--- src/rtl/cordic_pkg.sv ---
// Shared types for the CORDIC scheduler: FSM states, the delay-line tag and
// the request-to-result latency helper.
package cordic_pkg;

  typedef enum logic [1:0] {RUN, DRAIN, HALTED} sched_state_t;

  // Tag index is sized for the largest supported requester count (16).
  localparam int TAG_IW = 4;

  typedef struct packed {
    logic              valid;
    logic [TAG_IW-1:0] idx;
  } tag_t;

  function automatic int latency(input int iterations);
    return iterations + 1;
  endfunction

endpackage

--- src/rtl/rr_arbiter.sv ---
// Combinational round-robin arbiter: grants the first requester at or after
// ptr (wrapping) and reports the pointer value that follows that grant.
module rr_arbiter #(
  parameter int N = 4,
  localparam int IW = $clog2(N)
) (
  input  logic [N-1:0]  req,
  input  logic [IW-1:0] ptr,
  output logic [N-1:0]  grant,
  output logic [IW-1:0] next_ptr
);

  logic          found;
  logic [IW-1:0] k;

  always_comb begin
    grant    = '0;
    next_ptr = ptr;
    found    = 1'b0;
    k        = '0;
    for (int i = 0; i < N; i++) begin
      k = IW'((int'(ptr) + i) % N);
      if (!found && req[k]) begin
        grant[k] = 1'b1;
        next_ptr = IW'((int'(ptr) + i + 1) % N);
        found    = 1'b1;
      end
    end
  end

endmodule

--- src/rtl/cordic_scheduler.sv ---
// Round-robin scheduler sharing one pipelined CORDIC core between N_REQ
// requesters. Define CORDIC_SCHED_STATS_EN to add per-requester issue counters.
module cordic_scheduler
  import cordic_pkg::*;
#(
  parameter int WIDTH      = 16,
  parameter int ITERATIONS = WIDTH + 2,
  parameter int N_REQ      = 4
) (
  input  logic                       clk,
  input  logic                       reset_n,
  input  logic [N_REQ-1:0]           req_valid,
  output logic [N_REQ-1:0]           req_ready,
  input  logic [N_REQ*WIDTH-1:0]     req_x0,
  input  logic [N_REQ*WIDTH-1:0]     req_y0,
  input  logic [N_REQ*WIDTH-1:0]     req_z0,
  output logic [WIDTH-1:0]           cor_x0,
  output logic [WIDTH-1:0]           cor_y0,
  output logic [WIDTH-1:0]           cor_z0,
  input  logic [WIDTH:0]             cor_x,
  input  logic [WIDTH:0]             cor_y,
  input  logic [WIDTH-1:0]           cor_z,
  output logic [N_REQ-1:0]           res_valid,
  output logic [WIDTH:0]             res_x,
  output logic [WIDTH:0]             res_y,
  output logic [WIDTH-1:0]           res_z,
  input  logic                       halt,
  output logic                       idle,
`ifdef CORDIC_SCHED_STATS_EN
  output logic [N_REQ*32-1:0]        issue_cnt,
`endif
  output sched_state_t               dbg_state,
  output logic [$clog2(N_REQ)-1:0]   dbg_ptr
);

  localparam int IW    = $clog2(N_REQ);
  // One stage per core iteration plus one for the core's output register.
  localparam int DEPTH = latency(ITERATIONS);

  logic [N_REQ-1:0] grant;
  logic [IW-1:0]    next_ptr;
  logic [IW-1:0]    grant_idx;
  logic             issue_en;
  logic             xfer;
  logic             dly_any;
  tag_t             dly [DEPTH];

  rr_arbiter #(.N(N_REQ)) u_arb (
    .req      (req_valid),
    .ptr      (dbg_ptr),
    .grant    (grant),
    .next_ptr (next_ptr)
  );

  // Handshake: requester k transfers on an edge where req_valid[k] & req_ready[k];
  // it must hold valid and operands until then. Ready is one-hot or zero and is
  // withheld during reset, in DRAIN/HALTED, and in the cycle halt is first seen.
  assign issue_en  = reset_n && (dbg_state == RUN) && !halt;
  assign req_ready = issue_en ? grant : '0;
  assign xfer      = |req_ready;

  always_comb begin
    cor_x0    = '0;
    cor_y0    = '0;
    cor_z0    = '0;
    grant_idx = '0;
    for (int k = 0; k < N_REQ; k++) begin
      if (req_ready[k]) begin
        cor_x0    = req_x0[k*WIDTH +: WIDTH];
        cor_y0    = req_y0[k*WIDTH +: WIDTH];
        cor_z0    = req_z0[k*WIDTH +: WIDTH];
        grant_idx = IW'(k);
      end
    end
  end

  always_comb begin
    dly_any = 1'b0;
    for (int i = 0; i < DEPTH; i++) dly_any = dly_any | dly[i].valid;
  end

  assign idle = !dly_any && !(|res_valid);

  always_ff @(posedge clk or negedge reset_n) begin
    if (!reset_n) begin
      dbg_ptr   <= '0;
      res_valid <= '0;
      res_x     <= '0;
      res_y     <= '0;
      res_z     <= '0;
      for (int i = 0; i < DEPTH; i++) dly[i] <= '0;
    end else begin
      if (xfer) dbg_ptr <= next_ptr;
      dly[0] <= '{valid: xfer, idx: TAG_IW'(grant_idx)};
      for (int i = 1; i < DEPTH; i++) dly[i] <= dly[i-1];
      res_valid <= dly[DEPTH-1].valid ? (N_REQ'(1) << dly[DEPTH-1].idx) : '0;
      // Result data only moves with a valid tag so the last result stays visible.
      if (dly[DEPTH-1].valid) begin
        res_x <= cor_x;
        res_y <= cor_y;
        res_z <= cor_z;
      end
    end
  end

  always_ff @(posedge clk or negedge reset_n) begin
    if (!reset_n) begin
      dbg_state <= RUN;
    end else begin
      case (dbg_state)
        RUN:     if (halt) dbg_state <= DRAIN;
        DRAIN:   if (!halt) dbg_state <= RUN;
                 else if (!dly_any && !(|res_valid)) dbg_state <= HALTED;
        HALTED:  if (!halt) dbg_state <= RUN;
        default: dbg_state <= RUN;
      endcase
    end
  end

`ifdef CORDIC_SCHED_STATS_EN
  always_ff @(posedge clk or negedge reset_n) begin
    if (!reset_n) begin
      issue_cnt <= '0;
    end else begin
      for (int k = 0; k < N_REQ; k++)
        if (req_ready[k]) issue_cnt[k*32 +: 32] <= issue_cnt[k*32 +: 32] + 32'd1;
    end
  end
`endif

endmodule
--- config.mk ---
export PLATFORM = sky130hd
export DESIGN_NAME = cordic_scheduler
export DESIGN_NICKNAME = d
export VERILOG_FILES = /design/src/rtl/cordic_pkg.sv /design/src/rtl/rr_arbiter.sv /design/src/rtl/cordic_scheduler.sv
export SDC_FILE = /design/constraint.sdc
export NUM_CORES = 1
export LEC_CHECK = 0
export CAP_MARGIN = 25
export CORE_AREA = 2 2 142 144
export DETAILED_ROUTE_END_ITERATION = 6
export DIE_AREA = 0 0 144 146
export GPL_TIMING_DRIVEN = 0
export PLACE_DENSITY = 0.7
export SLEW_MARGIN = 20
export SYNTH_ARGS = -nofsm -noshare
export SYNTH_HDL_FRONTEND = slang
export SYNTH_SLANG_ARGS = --single-unit
--- constraint.sdc ---
create_clock -name clk -period 4.8 [get_ports clk]
set_input_delay 1.2 -clock clk [delete_from_list [all_inputs] [get_ports clk]]
set_output_delay 1.2 -clock clk [all_outputs]
set_load 0.02 [all_outputs]
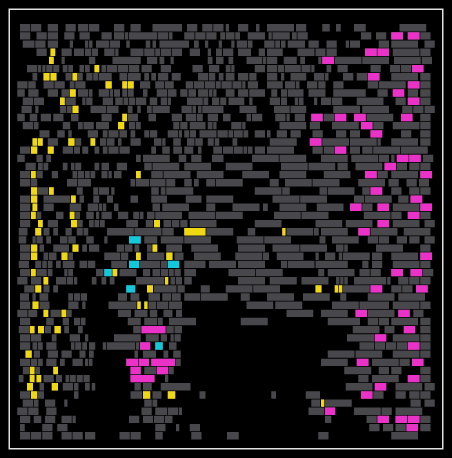
Figure 1: selected gate families.
Scale: 3 px per um.
- magenta: multiplexers (cells 59; most used mux2_2)
- cyan: AND-OR and OR-AND gates (cells 6)
- yellow: NAND gates (cells 70; most used nand3_1)

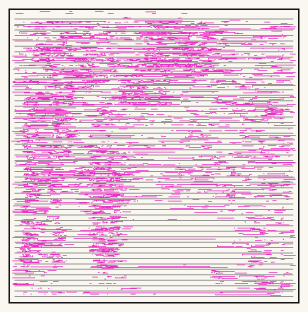
Figure 2: signal wires on met1.
Scale: 2 px per um. Supply wires on this layer in gray.
- longest straight run: 69.9 um
- main direction: horizontal
- nets with wire on the layer: 1148
- wire length on this layer: 10400 um
- share of all routed wire: 37%

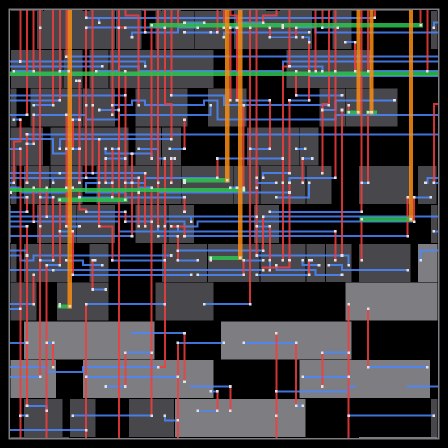
Figure 3: a small window of the routed layout.
Region (57, 87) to (87, 117) um. Cells in gray, sequential cells in the stronger gray; small squares are vias.
- green: met3
- red: met2
- orange: met4
- blue: met1
- sequential cells in the window: 6
- most frequent: clkdlybuf4s50_1 (10), inv_1 (8)
- cells with their middle in the window: 57
- netlist names of flops here include: `dly` (6)

==> impl_metrics.tcl <==
# yosys + openroad results
set metrics [dict create \
    finalSetupViolCount 0 \
    lay_top_cells "clkdlybuf4s50_1 (302), dfrtp_1 (113), inv_1 (70), buf_4 (64), a31oi_1 (64)" \
    cp-end-kind "output port" \
    ys_area_um2 6310 \
    ant_nets 0 \
    antennaDiodeCount 0 \
    largest_area_cell "dfrtp_1" \
    drc 0 \
    cts_max_path_buffers 2 \
    via_count 7075 \
    synthDistinctLibCells 51 \
    gp_congestion 0.970 \
    flop_area_um2 2880 \
    ys_top_cells_by_count "dfrtp_1 (115), a31oi_1 (73), inv_1 (70)" \
    syn_to_final_growth_pct 83.1 \
    routed_wl_um 27900 \
    syn-num-nets 890 \
    grt_pass1_vias 7189 \
    max_freq_mhz 209 \
    grt_use_total_pct 25.7 \
    outcome "complete, no violations" \
    finalHoldViolCount 0 \
    finalCritPeriodShare_pct 99.6 \
    syn_avg_cell_area_um2 9.95 \
    top_area_share_pct 45.6 \
    ys_warn_count 0 \
    cts.sinks 115 \
    critPathLaunchType "primary input" \
    top_logic_kind "AND-OR/OR-AND gates" \
    synthCells 634 \
    async_flop_share_pct 100 \
    htreeDepth 4 \
    grt_max_degree 74 \
    slowest_delay_ps 600 \
    synthAdderAreaFrac_pct 1.39 \
    io_buffers 359 \
    coreArea_um2 19300 \
    die_y_um 146 \
    power_density_nw_per_um2 633 \
    placed_area_um2 10300 \
    cp_cell_sequence "buf_4 > mux4_2 > buf_6 > nand2_1 > o21ai_2 > a221o_1 > buf_6 > buf_8 > a311oi_2 > o32ai_2 > buf_2" \
    overflow 0 \
    slew_headroom_pct 55.8 \
    ys_sh_mux_pct 11.0 \
    met2_usage_pct 43.7 \
    clkTransAtPathRegs_ps 50 \
    critical_path.max_fanout 10 \
    ff_type "dfrtp_1" \
    crit_required_ps 3600 \
]
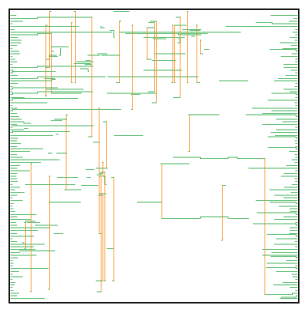
Figure 4: metal layers overlaid.
Scale: 2 px per um. Only two layers are drawn.
- orange: met4 (wire length 1160 um)
- green: met3 (wire length 2620 um)

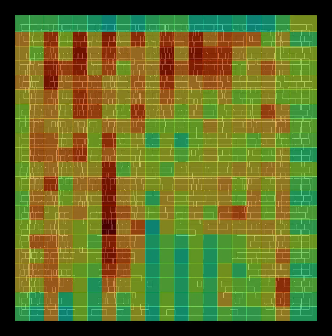
Figure 5: routing congestion.
M3 GR Usage: 7.47%
Global Route met1 Usage: 29.5%
Finished Core Util: 59.8%
layer with the highest usage: met2
Routed WL per cell: 21.1 um

-- area by class of cell --
| cell class | count | share of cell area (%) |
|---|---|---|
| Inverter | 70 | 2.27 |
| Buffer | 60 | 4.06 |
| Clock inverter | 14 | 1.75 |
| Clock buffer | 18 | 3.80 |
| Timing Repair Buffer | 397 | 32.6 |
| Multi-Input combinational cell | 384 | 27.8 |
| Tap cell | 265 | 2.87 |
| Sequential cell | 115 | 24.9 |
-- sequential cells by signal (all words and copies together), names as in the netlist --
register	count
dbg_ptr	2
res_valid	4
res_y	17
dbg_state	2
res_z	16
res_x	17
dly	57
-- routing by layer --
layer  share of wire, %  vias to the layer above  wire (um)
li1                   -                     3199          -
met1                 37                     3404      10400
met2                 49                      402      13700
met3                9.4                       70       2620
met4                4.2                        0       1160
met5                  0                        -          0
-- where the power goes --
part           leakage (nW)  total [mW]  switching [mW]  internal (mW)
combinational          3.09        4.45            2.35           2.10
clock                 0.299        1.34           0.449          0.888
sequential             1.48        1.53           0.192           1.34
total                  4.87        7.32            2.99           4.32
-- critical path, delay by kind of cell --
kind | cells | cell delay [ps]
AOI/OAI and AO/OA | 4 | 880
buffers and inverters | 5 | 830
muxes | 1 | 600
and+or+nand+nor | 1 | 70
-- timing repair --
action	in CTS	in global routing
endpoints found under the hold margin	0	0
pin swaps	15	26
hold buffers	0	0
resized	337	111
setup buffers	23	10
cloned	1	2
setup endpoints to repair	52	50
-- path summary, 6_finish.rpt --
kind,from,end,slack [ps],cells past startpoint
min in group asynchronous,reset_n,dbg_ptr[1],730,1
worst min-delay path,dly[31],dly[26],340,0
max in group asynchronous,reset_n,dly[41],3380,2
worst max-delay path,req_valid[2],cor_x0[7],20,11
worst max register to register,dbg_ptr[0],dbg_ptr[1],1800,11
worst min register to register,dly[31],dly[26],340,0
Power and IR drop assume default switching activity.
